**Clock network drawn from the DEF**

Scale: 4 px per um.
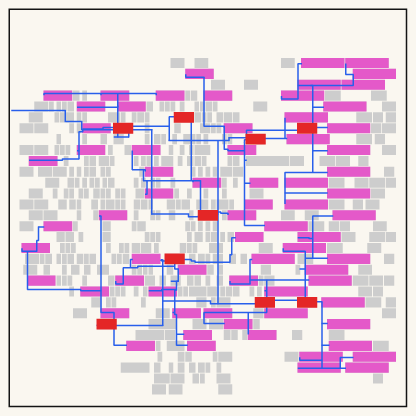
**Selected gate families**

Scale: 6 px per um.
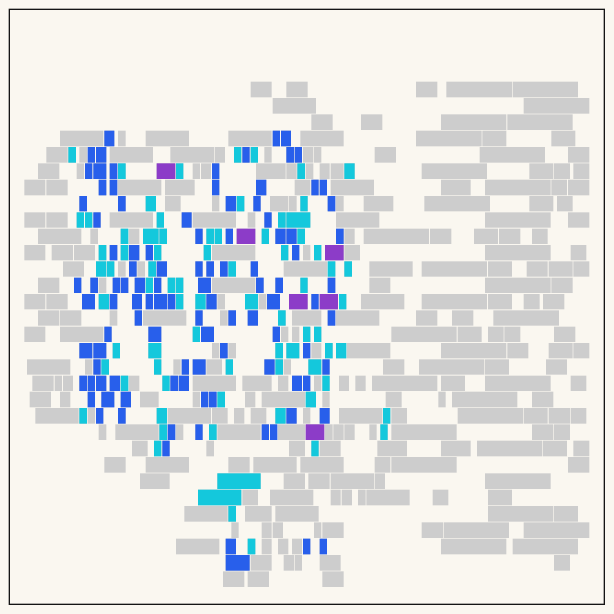
**Track usage over the die**

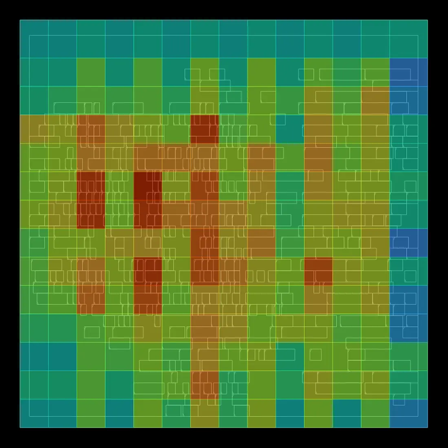
**Layout detail**

Region (34, 15) to (64, 45) um. Cells in gray, sequential cells in the stronger gray; small squares are vias.
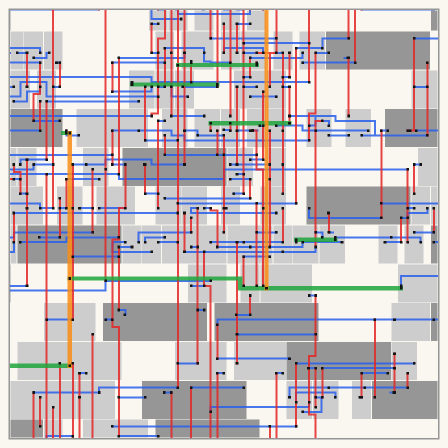
**Routed metal per tile**

Scale: 4 px per um. The die is cut into 20 by 20 equal tiles; white is low, dark blue is high, scaled to the fullest tile. Values are wire area over tile area, all layers added.
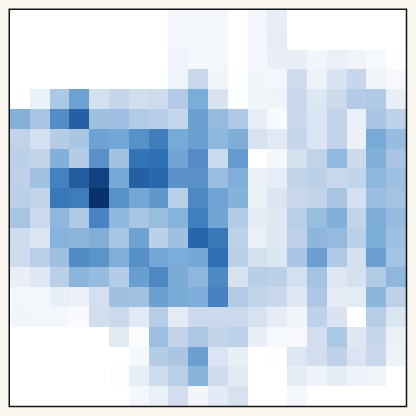
==> src/rtl/pifo_deq_ctrl_if.sv <==
// Output stream of the PIFO dequeue controller.
//   rank, meta : head-of-FIFO entry, qualified by valid
//   valid      : at least one entry is held
//   ready      : consumer accepts the head when valid && ready
// The master drives the entry and valid. The slave drives ready.
interface pifo_deq_ctrl_if #(
  parameter int RANK_WIDTH = 8,
  parameter int META_WIDTH = 8
);
  logic [RANK_WIDTH-1:0] rank;
  logic [META_WIDTH-1:0] meta;
  logic                  valid;
  logic                  ready;

  modport master (output rank, output meta, output valid, input ready);
  modport slave  (input rank, input meta, input valid, output ready);
endinterface

==> src/rtl/pifo_deq_ctrl.sv <==
// Dequeue controller that sits directly downstream of the PIFO register stage.
// It issues single-cycle remove pulses whenever the PIFO's registered minimum
// is valid. It then skips the next cycle, because the PIFO's minimum is stale
// for one cycle after each remove. Each removed entry goes into a small
// first-word-fall-through FIFO, which drains onto a valid/ready stream.
//
// Ports:
//   clk, rst          single clock; synchronous active-high reset
//   pifo_rank_in      PIFO minimum rank (registered at the PIFO)
//   pifo_meta_in      PIFO minimum metadata
//   pifo_valid_in     PIFO minimum valid; low for one cycle after insert/remove
//   pifo_remove_out   remove pulse to the PIFO (combinational)
//   pause             suppresses new removes; the stream keeps draining
//   m                 output stream (rank/meta/valid out, ready in)
//   fifo_level        output FIFO occupancy, 0..2**L2_OUT_DEPTH
//   deq_count         removes issued since reset; wraps
module pifo_deq_ctrl #(
  parameter int RANK_WIDTH   = 8,
  parameter int META_WIDTH   = 8,
  parameter int L2_OUT_DEPTH = 1,
  parameter int CNT_WIDTH    = 32
) (
  input  logic                  clk,
  input  logic                  rst,
  input  logic [RANK_WIDTH-1:0] pifo_rank_in,
  input  logic [META_WIDTH-1:0] pifo_meta_in,
  input  logic                  pifo_valid_in,
  output logic                  pifo_remove_out,
  input  logic                  pause,
  pifo_deq_ctrl_if.master       m,
  output logic [L2_OUT_DEPTH:0] fifo_level,
  output logic [CNT_WIDTH-1:0]  deq_count
);

  localparam int OUT_DEPTH = 1 << L2_OUT_DEPTH;
  localparam logic [L2_OUT_DEPTH:0] FULL_LEVEL = (L2_OUT_DEPTH + 1)'(OUT_DEPTH);

  typedef enum logic {ARMED, HOLD} state_t;

  typedef struct packed {
    logic [RANK_WIDTH-1:0] rank;
    logic [META_WIDTH-1:0] meta;
  } entry_t;

  state_t                  state;
  entry_t                  mem [OUT_DEPTH];
  logic [L2_OUT_DEPTH-1:0] wr_ptr;
  logic [L2_OUT_DEPTH-1:0] rd_ptr;
  entry_t                  head;
  logic                    push;
  logic                    pop;

  // Removal never looks at m.ready. A full FIFO blocks a remove even when the
  // head is popped in the same cycle, which keeps ready off this path.
  assign pifo_remove_out = (state == ARMED) && pifo_valid_in && !pause &&
                           (fifo_level < FULL_LEVEL) && !rst;
  assign push = pifo_remove_out;
  assign pop  = m.valid && m.ready;

  assign head    = mem[rd_ptr];
  assign m.rank  = head.rank;
  assign m.meta  = head.meta;
  assign m.valid = (fifo_level != '0);

  // NOTE: sequential state uses non-blocking assignments only, so every
  // register samples pre-edge values regardless of statement order.
  always_ff @(posedge clk) begin
    if (rst) begin
      state      <= ARMED;
      wr_ptr     <= '0;
      rd_ptr     <= '0;
      fifo_level <= '0;
      deq_count  <= '0;
    end else begin
      unique case (state)
        ARMED:   if (push) state <= HOLD;
        HOLD:    state <= ARMED;
        default: state <= ARMED;
      endcase

      // Pointers wrap modulo OUT_DEPTH through their natural width.
      if (push) begin
        wr_ptr    <= wr_ptr + 1'b1;
        deq_count <= deq_count + 1'b1;
      end
      if (pop) rd_ptr <= rd_ptr + 1'b1;

      if (push && !pop)      fifo_level <= fifo_level + 1'b1;
      else if (!push && pop) fifo_level <= fifo_level - 1'b1;
    end
  end

  // NOTE: the storage array has no reset. Its contents are only observable
  // while fifo_level is non-zero, and resetting it would add no value.
  always_ff @(posedge clk) begin
    if (push) mem[wr_ptr] <= '{rank: pifo_rank_in, meta: pifo_meta_in};
  end

endmodule

==> src/flat_wrapper.sv <==
// flat-port wrapper written by rule: the top's interface ports become plain ports
module pifo_deq_ctrl_flat 
#(
  parameter int RANK_WIDTH   = 8,
  parameter int META_WIDTH   = 8,
  parameter int L2_OUT_DEPTH = 1,
  parameter int CNT_WIDTH    = 32
)
  (clk, rst, pifo_rank_in, pifo_meta_in, pifo_valid_in, pifo_remove_out, pause, fifo_level, deq_count, m_rank, m_meta, m_valid, m_ready);
  pifo_deq_ctrl_if #(.RANK_WIDTH(RANK_WIDTH), .META_WIDTH(META_WIDTH)) m_i ();
  input  logic clk;
  input  logic rst;
  input  logic [RANK_WIDTH-1:0] pifo_rank_in;
  input  logic [META_WIDTH-1:0] pifo_meta_in;
  input  logic pifo_valid_in;
  output logic pifo_remove_out;
  input  logic pause;
  output logic [L2_OUT_DEPTH:0] fifo_level;
  output logic [CNT_WIDTH-1:0] deq_count;
  output wire logic [$bits(m_i.rank)-1:0] m_rank;
  output wire logic [$bits(m_i.meta)-1:0] m_meta;
  output wire logic [$bits(m_i.valid)-1:0] m_valid;
  input wire logic [$bits(m_i.ready)-1:0] m_ready;
  assign m_rank = m_i.rank;
  assign m_meta = m_i.meta;
  assign m_valid = m_i.valid;
  assign m_i.ready = m_ready;
  pifo_deq_ctrl #(.RANK_WIDTH(RANK_WIDTH), .META_WIDTH(META_WIDTH), .L2_OUT_DEPTH(L2_OUT_DEPTH), .CNT_WIDTH(CNT_WIDTH)) u_core (.clk(clk), .rst(rst), .pifo_rank_in(pifo_rank_in), .pifo_meta_in(pifo_meta_in), .pifo_valid_in(pifo_valid_in), .pifo_remove_out(pifo_remove_out), .pause(pause), .m(m_i), .fifo_level(fifo_level), .deq_count(deq_count));
endmodule
==> config.mk <==
export PLATFORM = sky130hd
export DESIGN_NAME = pifo_deq_ctrl_flat
export DESIGN_NICKNAME = d
export VERILOG_FILES = /design/src/rtl/pifo_deq_ctrl_if.sv /design/src/rtl/pifo_deq_ctrl.sv /design/src/flat_wrapper.sv
export SDC_FILE = /design/constraint.sdc
export NUM_CORES = 1
export LEC_CHECK = 0
export ABC_AREA = 1
export CAP_MARGIN = 20
export CORE_MARGIN = 2
export CORE_UTILIZATION = 35
export CTS_CLUSTER_SIZE = 20
export DETAILED_ROUTE_END_ITERATION = 16
export GPL_TIMING_DRIVEN = 1
export MAX_ROUTING_LAYER = met4
export PLACE_DENSITY = 0.7
export RECOVER_POWER = 25
export SETUP_SLACK_MARGIN = 0.02
export SLEW_MARGIN = 10
export SYNTH_ARGS = -nofsm -noshare
export SYNTH_HDL_FRONTEND = slang
export SYNTH_SLANG_ARGS = --single-unit
==> constraint.sdc <==
create_clock -name clk -period 2.4 [get_ports clk]
set_input_delay 0.48 -clock clk [delete_from_list [all_inputs] [get_ports clk]]
set_output_delay 0.48 -clock clk [all_outputs]
set_load 0.05 [all_outputs]
==> run notes <==
From the run reports.

- The number of antenna violations at the first check in global routing reads 0.
- The OpenROAD report gives the critical path a required time of 1920 ps.
- Per the final layout report, the fraction of cells sized above drive strength 1 comes to 14.3%.
- The post-CTS setup-driven buffer insertion count reads 0.
- The net count after synthesis is 376.
- The number of maximum-capacitance violations recorded for the run is 0.
- The category of the most critical setup path reads in2out.
- The actual slew at the worst max-slew pin reads 544 ps.
- The number of H-tree levels reads 3.
- The number of setup violations in the final report is 0.
- The number of inserted filler cells in the final layout is 843.
- In this run the cell area of the synthesized design comes to 3150 um2.
- The skew report gives the latency at the later pin of the worst-skew pair as 340 ps.
- The number of buffers inserted by port buffering is 72.
- The post-detailed-route count of antenna-violating nets is 0.
- Power spread over the standard cell area amounts to 646 nW/um2.
- The clock period minus final worst setup slack reads 2230 ps.
- The accumulated negative setup slack reads 0 ps.
- The stage logs contain a warning count of 26.
- For this run, the post-layout net count is 460.
- The end of the worst register-to-register path is u_core.deq_count[11].
- The row count is 34.
- The critical path launch point reads rst.
- The iteration tally of the first detailed-router pass reads 4.
- The cell count after synthesis reads 353.
- The average cell area after synthesis is 8.94 um2.
- The post-layout total power reads 2.70 mW.
- The largest fanout on the critical path is 8.
- The stage delay of the slowest cell on the critical path is 630 ps.
- Walking the worst path, the cells encountered are dlygate4sd3_1 > nor2_8 > nand2_4 > nor2_8 > buf_4 > buf_12.
- The proportion of register bits with asynchronous set or reset after synthesis reads 0%.
- The critical path ends at pifo_remove_out.
- The distinct cell type count after synthesis reads 31.
- The die outline area is 9790 um2.
- The clock slew seen by the registers of the worst setup and hold paths reads 70 ps.
- Gates resized during post-CTS repair numbered 0.
- The startpoint of the lowest-slack register-to-register path reads u_core.fifo_level[1].
- The area of the core reads 8720 um2.
- The count of hold-fix buffers inserted at cts reads 0.
- Setup repair after global routing left no endpoint under its margin.
- The die height is 98.9 um.
- Synthesis inferred 70 register bits.
- The worst hold margin reads 482 ps.
- Per the GRT congestion report, total overflow comes to 0.
- The number of cells reported by Yosys stat comes to 353.
- The area added between synthesis and finish reads 32.6%.
- After its last routability iteration, the placer logged a weighted congestion of 0.943.
- Logic depth along the worst register-to-register path is recorded as 10.
- The tree is rooted in a sky130_fd_sc_hd__clkbuf_8.
- The number of flops mapped to enable cells by yosys is 32.
- The worst reg-to-reg setup slack reads 750 ps.
- In this run the worst hold path is classified as reg2reg.
- STA classifies the critical path startpoint as an input port.
- The pin count of the biggest net entering global routing reads 19.
- The DRC violations left is 0.
- The standby leakage power reads 1.54 nW.
- The OpenROAD report gives the critical path a data arrival time of 1750 ps.
- The run finished with clean final reports.
- The critical-path cell with the highest stage delay is sky130_fd_sc_hd__dlygate4sd3_1.
- For this run, the script counts the antenna cells in the layout as 0.
- In this run, placement finished with an instance count of 534.
- TritonCTS built the clock tree.
- The floorplan step set the die width to 98.9 um.
- The longest clock path from root to sink contains 2 buffers.
- In the routed layout, each cell is associated on average with a via count of 4.84.
- The library cell appearing most often on the critical path is sky130_fd_sc_hd__nor2_8.
- Ranking logic cells in the layout by count gives the top entries 69 x sky130_fd_sc_hd__nand2_1, 59 x sky130_fd_sc_hd__nor2_1, 39 x sky130_fd_sc_hd__inv_1, 38 x sky130_fd_sc_hd__dfxtp_1, 38 x sky130_fd_sc_hd__clkdlybuf4s50_1.
- The achievable clock frequency is 449 MHz.
- The dominant synthesized flop cell is sky130_fd_sc_hd__dfxtp_1.
- Counting pins that exceed their max-slew limit in the final report gives 0.
- The first global-routing pass estimated 12300 um of wire.
- The core utilization at floorplan is 36.2%.
- The remaining max-slew budget at the tightest pin is 63.6%.
- According to the I/O placement log, the pin count is 73.
- The share of the yosys chip area belonging to registers reads 54.6%.
- Post-route period utilization is reported as 92.8%.
- The via count of the first global-routing pass is 2546.
- The number of clock sinks is 70.
- The count of endpoints failing hold in the final timing report reads 0.
- The warning tally printed by Yosys for this design is 0.
- The TritonCTS buffer count reads 9.
- The worst setup skew after layout is 7.33 ps.
- After the first detailed-routing iteration, the DRC count stood at 144.
- The HPWL after detailed placement is 5480 um.
- The maximum ir drop on the vdd rail reads 0.000236 V.
- The area figure in the yosys stat output reads 3150 um2.
- The worst setup path is captured at an output port.
About 'clock network drawn from the DEF':
- magenta: flip-flops (count 70)
- red: clock drivers (count 9)
- blue: clock wires (length 885 um)
- routed clock nets: 10

About 'selected gate families':
- purple: XOR/XNOR gates (cells 6; where middle)
- cyan: NOR gates (cells 76)
- blue: NAND gates (cells 104)
multi-input logic portion of the cell area: 29.5%
most common cell after layout, fill and taps aside: sky130_fd_sc_hd__nand2_1
number of standard cells in the final layout excluding fillers: 550

About 'track usage over the die':
Global Route met3 Usage: 4.82%
grt peak-use layer: met2
fraction of met2 tracks used by global routing: 24.5%
total global routing track utilization: 16.3%

About 'layout detail':
- orange: metal 4
- blue: metal 1
- red: metal 2
- green: metal 3
- most frequent: nor2_1 (11), dfxtp_1 (10), inv_1 (9)
- sequential cells in the window: 10
- cells with their middle in the window: 77
- netlist names of flops here include: u_core.deq_count (6)

About 'routed metal per tile':
- fullest tile: 0.52
- emptiest ninth of the die: bottom left
- mean over tiles: 0.12
- nearly empty tiles: 22%
number of vias in the routed layout: 2660
wire length per cell: 13.6 um
total detailed-routing wirelength: 7490 um

-- flip-flops by register name, indices dropped and copies added (netlist names), named ones only --
register and flops:
u_core.rd_ptr 1, u_core.fifo_level 2, u_core.state 1, u_core.mem 32, u_core.deq_count 32, u_core.wr_ptr 1
-- synth_stat cells (3+ instances only) --
cell type,n,area share [%]
sky130_fd_sc_hd__nor2_1,59,7.0
sky130_fd_sc_hd__o21ai_0,8,1.3
sky130_fd_sc_hd__dfxtp_1,38,24
sky130_fd_sc_hd__nand3_1,22,3.5
sky130_fd_sc_hd__nor2_2,3,0.60
sky130_fd_sc_hd__edfxtp_1,32,30
sky130_fd_sc_hd__a21oi_1,17,2.7
sky130_fd_sc_hd__inv_1,39,4.6
sky130_fd_sc_hd__nand4_1,10,2.0
sky130_fd_sc_hd__xnor2_1,3,0.83
sky130_fd_sc_hd__clkbuf_1,3,0.36
sky130_fd_sc_hd__xor2_1,3,0.83
sky130_fd_sc_hd__o21bai_1,3,0.71
sky130_fd_sc_hd__nand2_1,68,8.1
sky130_fd_sc_hd__mux2_2,16,5.7
sky130_fd_sc_hd__nor3_1,9,1.4
-- how the worst min path moves through the flow --
stage             startpoint            end  slack [ps]  depth (start not counted)
6_report       u_core.rd_ptr       register         480                          2
5_1_grt        u_core.rd_ptr       register         510                          2
4_1_cts        u_core.rd_ptr       register         480                          2
3_5_place_dp   u_core.rd_ptr       register         470                          2
3_3_place_gp   u_core.rd_ptr  u_core.rd_ptr         460                          2
2_1_floorplan  u_core.rd_ptr       register         450                          2
-- power by group --
group | leakage (nW) | switching [mW] | internal [mW]
registers | 0.597 | 0.0127 | 1.28
clock network | 0.0891 | 0.460 | 0.485
logic | 0.850 | 0.302 | 0.165
-- per-layer routing --
metal	up-vias	track usage (%)	part of all wire, %
met2	88	24.5	45
met4	0	4.95	1.0
li1	1333	-	-
met1	1231	21.4	48
met3	8	4.82	6.5
met5	-	-	0
-- through the flow --
step           cell area (um2)  setup WS (ps)  util, %
2_1_floorplan             3150            227        -
3_3_place_gp              4000            237     45.9
3_5_place_dp              4000            214     45.9
4_1_cts                   4200            200     48.1
5_1_grt                   4180            140     47.9
6_report                  4180            173     47.9
-- critical path, delay by kind of cell --
| kind | cells | cell delay, ps |
|---|---|---|
| buffers and inverters | 3 | 960 |
| and+or+nand+nor | 3 | 300 |
-- logic make-up after synthesis --
kind of cell	synth area share [%]
AND-OR/OR-AND	5.24
XOR/XNOR	1.67
adder cells (fa/ha/maj)	0.793
buffers and inverters	5.91
flip-flops	54.6
multiplexers	5.71
AND/OR/NAND/NOR	26.1
-- layout make-up --
cell class,count,area [um2],area share (%)
inverters,41,154,3.68
multi-input cells,236,1230,29.5
well taps,108,135,3.23
repair buffers,79,739,17.7
clock buffers,10,128,3.05
clock inverters,6,70.1,1.68
flip-flops and latches,70,1720,41.2
Power is estimated from default activity; no workload was simulated.
